==> config.mk <==
export PLATFORM = sky130hd
export DESIGN_NAME = sp_ram_arbiter_flat
export DESIGN_NICKNAME = d
export VERILOG_FILES = /design/src/rtl/sp_ram_arbiter_pkg.sv /design/src/rtl/sp_ram_arbiter_if.sv /design/src/rtl/rr_arb2.sv /design/src/rtl/sp_ram_arbiter.sv /design/src/flat_wrapper.sv
export SDC_FILE = /design/constraint.sdc
export NUM_CORES = 1
export LEC_CHECK = 0
export CORE_AREA = 2 2 100 102
export CTS_CLUSTER_DIAMETER = 80
export DETAILED_ROUTE_END_ITERATION = 7
export DIE_AREA = 0 0 102 104
export MAX_ROUTING_LAYER = met4
export PLACE_DENSITY_LB_ADDON = 0.15
export SYNTH_ARGS = -nofsm -noshare
export SYNTH_HDL_FRONTEND = slang
export SYNTH_SLANG_ARGS = --single-unit
==> constraint.sdc <==
create_clock -name clk_i -period 2.3 [get_ports clk_i]
set_clock_uncertainty 0.2 [all_clocks]
set_input_delay 0.345 -clock clk_i [delete_from_list [all_inputs] [get_ports clk_i]]
set_output_delay 0.345 -clock clk_i [all_outputs]
set_load 0.03 [all_outputs]
==> run_1/class_map.png <==
(4 px per µm)
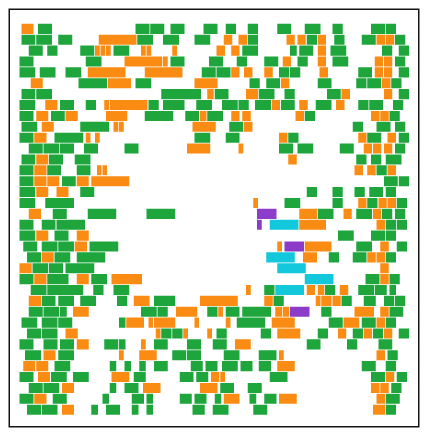
class	colour	cells
registers	cyan	5
remaining buffers and delay cells	green	288
remaining logic cells	orange	173
clock drivers and dummy loads	purple	4
fin util: 48.2%
Design Area, Final: 4600 µm²
sequential portion of the cell area: 2.18%
core area: 9550 µm²

==> run_1/m3.png <==
(4 px per µm)
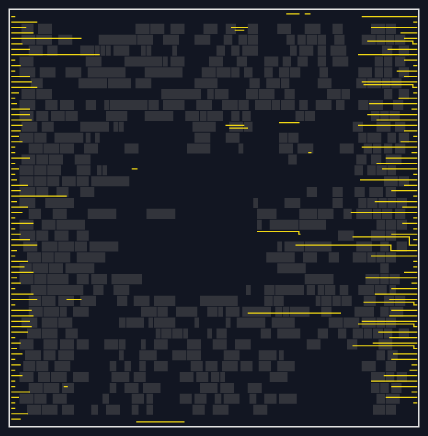
nets with wire on the layer	155
longest straight run	23.7 µm
main direction	horizontal
share of all routed wire	9.7%
met3 Track Usage GR: 3.09%
DRT Wirelength: 8670 µm
Via Count: 2440

==> run_1/sizing.png <==
(3 px per µm)
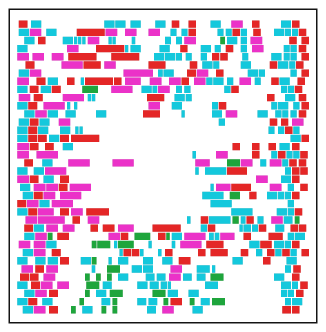
size	colour	cells	share
x1 and smaller	cyan	222	47%
x3 and x4	red	136	29%
x2	green	30	6.4%
x6 and larger	magenta	82	17%
fin worst setup slack: -429 ps
Signal buffers: 288

==> flow_metrics.env, run 1 <==
# implementation run metrics
export IMPL_lay_top_cells="clkdlybuf4s50_1 (89), buf_4 (80), and2_1 (65)"
export IMPL_hold_viol=0
export IMPL_fin_crit_ps=2730
export IMPL_cp_num_buf_inv=3
export IMPL_dp_cells=583
export IMPL_ioPinCount=255
export IMPL_common_cells="and2_1 (99), nand2_1 (25), clkbuf_1 (13)"
export IMPL_r2r_slack_ps=250
export IMPL_required_ps=1750
export IMPL_grt_max_degree=21
export IMPL_dpl_instance_area_um2=3980
export IMPL_synth_seq_share_pct=7.99
export IMPL_ys_types=24
export IMPL_drc=0
export IMPL_grt_busiest_layer="met2"
export IMPL_globalRouteMet2Util_pct=31.4
export IMPL_setup_slack_ps=-429
export IMPL_critPathLaunchType="input pin"
export IMPL_period_used_pct=119
export IMPL_die_w_um=102
export IMPL_hold_depth=2
export IMPL_yosysWarnings=0
export IMPL_max_freq_ghz=0.366
export IMPL_hold_ws_ps=355
export IMPL_cts_max_level=1
export IMPL_first_iter_violations=34
export IMPL_synth_area_per_cell_um2=6.42
export IMPL_status="complete, but fails checks"
export IMPL_drv_slew=0
export IMPL_place_hpwl_um=7030
export IMPL_rsz0062_at_grt="yes"
export IMPL_setup_viol=40
export IMPL_violations="negative setup slack"
export IMPL_top_cell="and2_1"
export IMPL_ys_chip_area_um2=1250
export IMPL_synthCells=195
export IMPL_die_y_um=104
export IMPL_cp_slowest_cell="or4_4"
export IMPL_largest_reg_flops=4
export IMPL_antenna_found_initial=1
export IMPL_path_cells="buf_6 > or4_4 > or4_4 > buf_12 > a221oi_4 > buf_12"
export IMPL_drtPass1Iterations=4
export IMPL_synthTopCellsByArea="and2_1 (49%), dfxtp_1 (8.0%), nand2_1 (7.5%), a221oi_2 (4.8%), nor4_1 (4.5%)"
export IMPL_rows=36
export IMPL_timing_worst_setup_path_type="in2out"
export IMPL_worstSkewPairLatency_ps=220
export IMPL_area_delta_synth_final_pct=267
export IMPL_cts_sinks=5
export IMPL_power_w=0.000672
export IMPL_cts_buffers=3
-- run 1: where the power goes --
part | leakage [nW] | internal (W) | total, W | switching [W]
logic | 2.14 | 0.000253 | 0.000413 | 0.000161
clock network | 0.0228 | 0.000119 | 0.000161 | 0.0000421
registers | 0.0416 | 0.0000927 | 0.0000973 | 0.00000464
total | 2.20 | 0.000464 | 0.000672 | 0.000208
-- run 1: metal layers --
| metal | vias up | wire length, µm | part of all wire, % |
|---|---|---|---|
| met5 | - | 0 | 0 |
| met4 | 0 | 195 | 2.3 |
| met3 | 12 | 843 | 9.7 |
| met2 | 163 | 4930 | 57 |
| met1 | 1058 | 2690 | 31 |
| li1 | 1207 | - | - |
-- run 1: worst reg2reg max path, stage by stage (launching register included) --
cell and delay [ps]:
dfxtp_1 300, nand2b_1 170, nand2_4 120, inv_2 50, or4_4 600, buf_12 180
buf_4 150, and3_1 170
-- run 1: through the flow --
step                      setup WS (ps)  utilization [%]
after floorplan                    -274                -
after global placement             -703             41.7
after detailed placement           -690             41.7
after CTS                          -427             46.4
after global routing               -482             48.2
final                              -429             48.2
-- run 1: logic make-up (layout without fill, tap and decap cells) --
logic type	Yosys count	count (layout)	share of synthesized area, %
compound gates	21	21	13.6
buf+inv	21	296	8.49
flops	5	5	7.99
other cells	0	1	0
simple gates	148	148	69.9
-- run 1: layout make-up --
class	count	area (µm²)
sequential	5	100
multi-input combinational	169	1430
antenna	1	2.50
timing repair buffer	288	2850
fill	963	4950
tap	133	166
clock buffer	4	45.0
inverter	4	15.0
-- run 1: repair_timing --
item / in CTS / in global routing
setup buffers: 11 / 3
gates cloned: 3 / 2
pin swaps: 31 / 33
endpoints found under the setup margin: 113 / 98
endpoints found under the hold margin: 0 / 0
gates resized: 152 / 72
==> run_1/route_heat.png <==
(4 px per µm) 20 x 21 tiles, from dark purple (low) to yellow (high), scaled to the fullest tile. Values are wire area over tile area, all layers added.
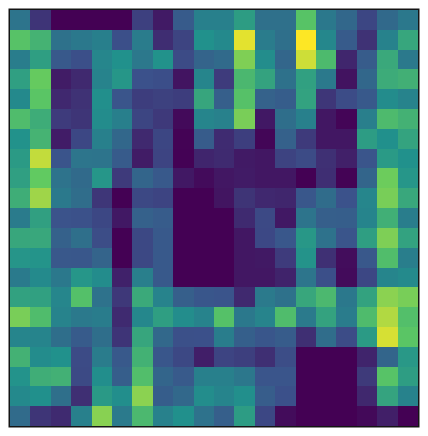

==> run 2: changes to the inputs <==
--- a/config.mk
+++ b/config.mk
@@ -6,6 +6,7 @@
 export NUM_CORES = 1
 export LEC_CHECK = 0
 export CORE_AREA = 2 2 100 102
+export CTS_BUF_LIST = sky130_fd_sc_hd__clkbuf_2
 export CTS_CLUSTER_DIAMETER = 80
 export DETAILED_ROUTE_END_ITERATION = 7
 export DIE_AREA = 0 0 102 104
==> run_2/route_heat.png <==
(4 px per µm) 20 x 21 tiles, from dark purple (low) to yellow (high), scaled to the fullest tile. Values are wire area over tile area, all layers added.
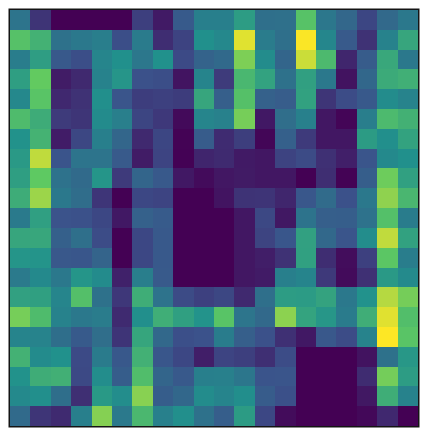
fullest tile	0.40
tiles over half the peak	23%
emptiest ninth of the die	centre
DRT Wirelength: 8680 µm
drt wl/cell: 14.4 µm
gr usage total: 15.1%

==> run_2/clock_nets.png <==
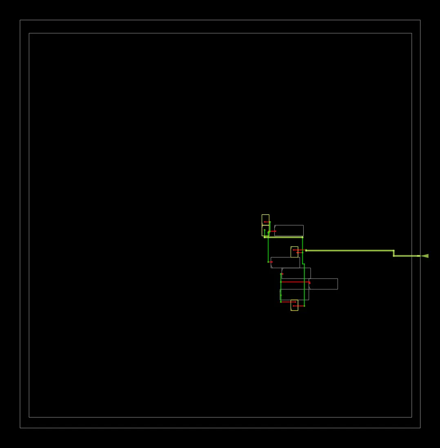
Clock net power: 0.0000823 W
Insertion Delay late pin: 220 ps
# clk buffers: 4
CTS sink cnt: 5
cts bufs inserted: 3

==> run 2 against run 1 <==
Effect of this change: the run still ends with negative setup slack left; wire length is 0.12% higher; combinational power about the same; die size did not move; core utilization down 0.26 points; global-route usage is 0.084 points lower; synthesized cell count did not move; via count increased by 0.20%; sequential power decreased by 0.6%.
==> flow_metrics.env, run 2 <==
# implementation run metrics
export IMPL_viasPerCell=4.05
export IMPL_period_used_pct=119
export IMPL_seq_power_share_pct=16.3
export IMPL_pwr_share_clk_pct=13.9
export IMPL_drtPass1Iterations=4
export IMPL_final_core_util_pct=47.9
export IMPL_vias=2445
export IMPL_dp_slack_ps=-690
export IMPL_cts_max_level=1
export IMPL_synthCells=195
export IMPL_synth_seq_share_pct=7.99
export IMPL_die_w_um=102
export IMPL_path_cells="buf_6 > or4_4 > or4_4 > buf_12 > a221oi_4 > buf_12"
export IMPL_status="complete, but fails checks"
export IMPL_critPathLaunchType="input pin"
export IMPL_largest_reg_flops=4
export IMPL_die_y_um=104
export IMPL_setup_slack_ps=-429
export IMPL_fin_crit_ps=2730
export IMPL_core_area_um2=9550
export IMPL_rows=36
export IMPL_drv_slew=0
export IMPL_swShare_pct=34.1
export IMPL_place_hpwl_um=7030
export IMPL_drc=0
export IMPL_cp_slowest_cell="or4_4"
export IMPL_rsz0062_at_grt="yes"
export IMPL_cts_tree="done"
export IMPL_ys_types=24
export IMPL_dpl_instance_area_um2=3980
export IMPL_r2r_slack_ps=250
export IMPL_first_iter_violations=42
export IMPL_stdcell_area_um2=4570
export IMPL_yosysWarnings=0
export IMPL_logic_area_um2=1430
export IMPL_antenna_found_initial=1
export IMPL_required_ps=1750
export IMPL_ys_chip_area_um2=1250
export IMPL_setup_viol=40
export IMPL_lay_top_cells="clkdlybuf4s50_1 (89), buf_4 (80), and2_1 (65)"
export IMPL_violations="negative setup slack"
export IMPL_hold_viol=0
export IMPL_hold_depth=4
export IMPL_synthTopCellsByArea="and2_1 (49%), dfxtp_1 (8.0%), nand2_1 (7.5%), a221oi_2 (4.8%), nor4_1 (4.5%)"
export IMPL_grt_max_degree=21
export IMPL_fillers=966
export IMPL_ioPinCount=255
export IMPL_p_sw_w=0.000202
export IMPL_pwr_share_comb_pct=69.8
export IMPL_internal_power_w=0.000391
export IMPL_dp_cells=583
export IMPL_common_cells="and2_1 (99), nand2_1 (25), clkbuf_1 (13)"
-- run 2: cell counts in the layout (fill, tap and decap cells not counted) --
Identical to the previous run, type by type.
-- run 2: cells by family after synthesis --
family | synth area share [%]
simple gates | 69.9
compound gates | 13.6
buf+inv | 8.49
flops | 7.99
-- run 2: power groups by stage --
stage / registers, W / logic (W) / clock network [W]
finish: 0.0000967 / 0.000414 / 0.0000823
global route: 0.0000974 / 0.000444 / 0.0000905
CTS: 0.0000968 / 0.000403 / 0.0000850
detailed placement: 0.0000981 / 0.000412 / 0
global placement: 0.0000979 / 0.000409 / 0
floorplan: 0.0000966 / 0.000114 / 0
-- run 2: critical path: cells and delay by family --
kind | cells | cell delay (ps)
AOI/OAI and AO/OA | 1 | 320
buffers and inverters | 3 | 430
and+or+nand+nor | 2 | 1080
-- run 2: per-stage QoR --
stage | total power, W | hold slack [ps]
finish | 0.000593 | 354
detailed placement | 0.000510 | 347
global route | 0.000632 | 367
CTS | 0.000585 | 364
global placement | 0.000507 | 338
floorplan | 0.000211 | 254
-- run 2: repair_timing --
item	CTS	global route
gates resized	152	72
pin swaps	31	33
buffers inserted	11	3
gates cloned	3	2
endpoints found under the setup margin	113	98
-- run 2: layer usage --
layer / GRT usage (%) / vias up / share of wire (%)
met5: - / - / 0
met4: 3.43 / 0 / 2.2
met3: 2.69 / 12 / 9.8
met2: 31.4 / 165 / 57
met1: 13.4 / 1061 / 31
li1: - / 1207 / -
-- run 2: cell type report --
type	instances	area share [%]
clock buffer	4	0.438
tap	133	3.64
inverter	4	0.328
timing repair buffer	288	62.2
sequential	5	2.19
antenna	1	0.0547
multi-input combinational	169	31.2
No activity file was given, so power comes from the tool's default toggle rates.
